--- config.mk ---
export PLATFORM = sky130hd
export DESIGN_NAME = digit_scan_selector
export DESIGN_NICKNAME = d
export VERILOG_FILES = /design/src/rtl/digit_scan_selector.sv
export SDC_FILE = /design/constraint.sdc
export NUM_CORES = 1
export LEC_CHECK = 0
export CORE_MARGIN = 2
export CORE_UTILIZATION = 33
export DETAILED_ROUTE_END_ITERATION = 12
export HOLD_SLACK_MARGIN = 0.05
export PLACE_DENSITY_LB_ADDON = 0.08
export SYNTH_ARGS = -nofsm -noshare
export SYNTH_HDL_FRONTEND = slang
export SYNTH_SLANG_ARGS = --single-unit
--- constraint.sdc ---
create_clock -name clk_i -period 3.1 [get_ports clk_i]
set_input_delay 0.31 -clock clk_i [delete_from_list [all_inputs] [get_ports clk_i]]
set_output_delay 0.31 -clock clk_i [all_outputs]
set_load 0.01 [all_outputs]
--- src/rtl/digit_scan_selector.sv ---
// Time-multiplexed seven-segment digit selector with double-buffered digit codes.
// Define LEADING_ZERO_BLANK_EN to compile in leading-zero suppression.
module digit_scan_selector #(
  parameter  int DIGITS = 4,
  parameter  int DATA_W = 4,
  parameter  int DIV    = 50000,
  localparam int IDX_W  = (DIGITS > 1) ? $clog2(DIGITS) : 1,
  localparam int PCNT_W = (DIV > 1) ? $clog2(DIV) : 1
) (
  input  logic                     clk_i,
  input  logic                     rst_ni,
  input  logic                     en_i,
  input  logic                     load_i,
  input  logic [DIGITS*DATA_W-1:0] n_i,
  input  logic [DIGITS-1:0]        blank_i,
  output logic [DIGITS-1:0]        sel_o,
  output logic [DATA_W-1:0]        h_o,
  output logic [IDX_W-1:0]         idx_o,
  output logic                     blank_o
);

  // state | meaning
  // RUN   | en_i was high last edge; outputs follow the scan
  // HOLD  | en_i was low last edge; display dark, pcnt/idx frozen
  typedef enum logic {RUN = 1'b0, HOLD = 1'b1} state_t;

  state_t                   r_state;
  logic [DIGITS*DATA_W-1:0] r_sh_n;
  logic [DIGITS-1:0]        r_sh_blank;
  logic [PCNT_W-1:0]        r_pcnt;
  logic [IDX_W-1:0]         r_idx;
  logic [DIGITS-1:0]        r_sel;
  logic [DATA_W-1:0]        r_h;
  logic                     r_blank;

  logic                     w_tick;
  logic [IDX_W-1:0]         w_idx_nxt;
  logic [IDX_W-1:0]         w_tgt;
  logic [DIGITS-1:0]        w_supp;
  logic [DIGITS-1:0]        w_dark;
  logic                     w_tgt_dark;
  logic [DATA_W-1:0]        w_tgt_code;
  logic [DIGITS-1:0]        w_tgt_sel;

  assign w_tick    = en_i & (r_pcnt == PCNT_W'(DIV - 1));
  assign w_idx_nxt = (r_idx == IDX_W'(DIGITS - 1)) ? '0 : r_idx + IDX_W'(1);
  // Digit the outputs describe at this edge: the incoming one on a tick, else the held one.
  assign w_tgt     = w_tick ? w_idx_nxt : r_idx;

  always_comb begin
    w_supp = '0;
`ifdef LEADING_ZERO_BLANK_EN
    begin
      logic v_tail_zero;
      v_tail_zero = 1'b1;
      for (int k = DIGITS - 1; k > 0; k--) begin
        v_tail_zero = v_tail_zero & (r_sh_n[k*DATA_W +: DATA_W] == '0);
        w_supp[k]   = v_tail_zero;
      end
    end
`endif
  end

  assign w_dark     = r_sh_blank | w_supp;
  assign w_tgt_dark = w_dark[w_tgt];
  assign w_tgt_code = r_sh_n[int'(w_tgt)*DATA_W +: DATA_W];
  assign w_tgt_sel  = DIGITS'(1) << w_tgt;

  always_ff @(posedge clk_i or negedge rst_ni) begin
    if (!rst_ni) begin
      r_state    <= RUN;
      r_sh_n     <= '0;
      r_sh_blank <= '0;
      r_pcnt     <= '0;
      r_idx      <= '0;
      r_sel      <= DIGITS'(1);
      r_h        <= '0;
      r_blank    <= 1'b0;
    end else begin
      if (load_i) begin
        r_sh_n     <= n_i;
        r_sh_blank <= blank_i;
      end

      if (en_i) begin
        if (w_tick) begin
          r_pcnt <= '0;
          r_idx  <= w_idx_nxt;
        end else begin
          r_pcnt <= r_pcnt + PCNT_W'(1);
        end
      end

      case (r_state)
        RUN: begin
          if (!en_i) begin
            r_state <= HOLD;
            r_sel   <= '0;
            r_h     <= '0;
            r_blank <= 1'b1;
          end else if (w_tick) begin
            r_sel   <= w_tgt_dark ? '0 : w_tgt_sel;
            r_h     <= w_tgt_dark ? '0 : w_tgt_code;
            r_blank <= w_tgt_dark;
          end
        end
        HOLD: begin
          if (en_i) begin
            r_state <= RUN;
            r_sel   <= w_tgt_dark ? '0 : w_tgt_sel;
            r_h     <= w_tgt_dark ? '0 : w_tgt_code;
            r_blank <= w_tgt_dark;
          end
        end
        default: r_state <= HOLD;
      endcase
    end
  end

  assign sel_o   = r_sel;
  assign h_o     = r_h;
  assign blank_o = r_blank;
  assign idx_o   = r_idx;

endmodule

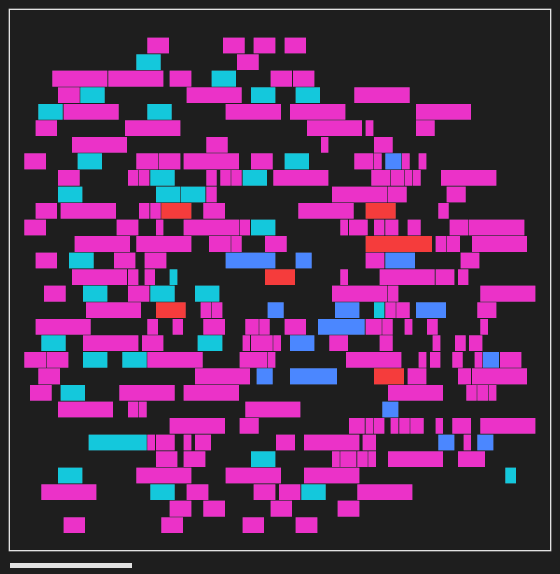
(images/drive_strength.png)
Scale bar: 20 um.
Magenta shows drive 1 or less, cells 193. Red shows drive 6 and up, cells 6. Cyan shows drive 2, cells 32. Blue shows drive 3 to 4, cells 15.
Signal buffers: 42
Layout Cell Area excl Fill: 0.00297 sq mm

==> impl_metrics.json <==
{
  "finalHoldViolations": 0,
  "clockRootBuffer": "clkbuf_8",
  "dp.final_hpwl_um": 3600,
  "n_fill_cell": 670,
  "rows": 30,
  "h-tree-depth": 2,
  "tapCellCount": 96,
  "cts_resized": 0,
  "synthArstFlopShare": 1.00,
  "whs_ns": 0.0954,
  "p_switching_mw": 0.352,
  "slew_violations": 0,
  "ys_sh_simple": 0.123,
  "cts_sinks": 48,
  "ys_cells": 202,
  "cp-end-kind": "register",
  "power.leakage_nw": 1.22,
  "r2r-end": "h_o[1]",
  "top_area_cell": "dfrtp_1",
  "chip_area_sq_mm": 0.00789,
  "cp_num_cells": 6,
  "clk_share": 0.0362,
  "core-area_sq_mm": 0.00687,
  "syn_inst": 202,
  "start_kind": "register",
  "logic_gates": 144,
  "critPathKind": "register to register",
  "flop_area_sq_mm": 0.00120,
  "cap_violations": 0,
  "dp_slack_ns": 0.273,
  "grtUsageTotal": 0.136,
  "ys_seq_frac": 0.507,
  "ys_types": 39,
  "xor_share": 0.0406,
  "min_period_ns": 2.80,
  "fin_util": 0.433,
  "ios": 35,
  "setup_violations": 0,
  "lay_top_cells": "47 x dfrtp_1, 33 x clkdlybuf4s50_1, 28 x mux2_2, 15 x o21ai_0",
  "r2r_setup_slack_ns": 0.30,
  "status": "completed",
  "die_width_um": 88.8,
  "grt_pass1_vias": 1628,
  "ys_area_sq_mm": 0.00237,
  "seq_share": 0.404,
  "cp.arrival_ns": 3.04,
  "path_clk_slew_ns": 0.09,
  "dominant_cells": "registers",
  "cts-hold-fix-buffers": 0,
  "synthToLayoutAreaGrowth_pct": 25.3,
  "timing.final.crit_share": 0.902,
  "stdcell_count": 342,
  "setup_slack_ns": 0.303,
  "swShare": 0.251,
  "n_sequential_cell": 48,
  "crit_slowest_cell": "or4_4",
  "combPwrFrac": 0.144,
  "firstDrtPassIters": 4,
  "critical_path.top_delay_family": "simple AND/OR/NAND/NOR gates",
  "finalPower_mw": 1.40,
  "numCtsBuffers": 5,
  "cp.required_ns": 3.34,
  "p_clk_frac": 0.316
}
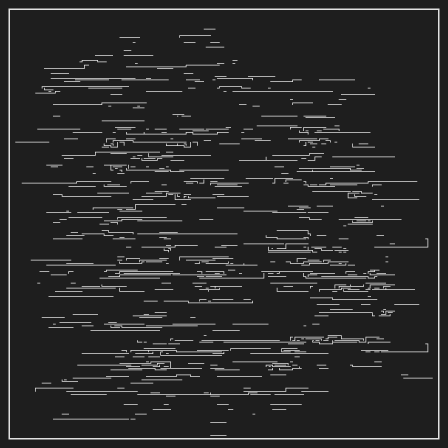
(images/met1.png)
The longest straight run is 23.0 um. The layer carries 2360 um of wire. 236 nets have wire on it.
vias: 1674
GR Layer Usage met1: 0.188
Detailed Route WL: 4900 um

## routing by layer
metal  track usage  vias up  routed length (um)
met1         0.188      809                2360
met4        0.0496        0                  62
li1              -      830                   -
met2         0.206       27                2330
met5             0        -                   0
met3        0.0336        8                 153
## state kept, by name, indices dropped and copies added, names as in the netlist
register    flops
blank_o         1
h_o             4
idx_o           2
r_pcnt         16
r_sh_blank      4
r_sh_n         16
r_state         1
sel_o           4
## power by group through the flow
| stage | combinational [mW] | sequential, mW | clock (mW) |
|---|---|---|---|
| after floorplan | 0.110 | 0.760 | 0 |
| after global placement | 0.204 | 0.771 | 0 |
| after detailed placement | 0.206 | 0.771 | 0 |
| after CTS | 0.207 | 0.759 | 0.466 |
| after global routing | 0.225 | 0.770 | 0.490 |
| final | 0.201 | 0.758 | 0.443 |
No activity file was given, so power comes from the tool's default toggle rates.
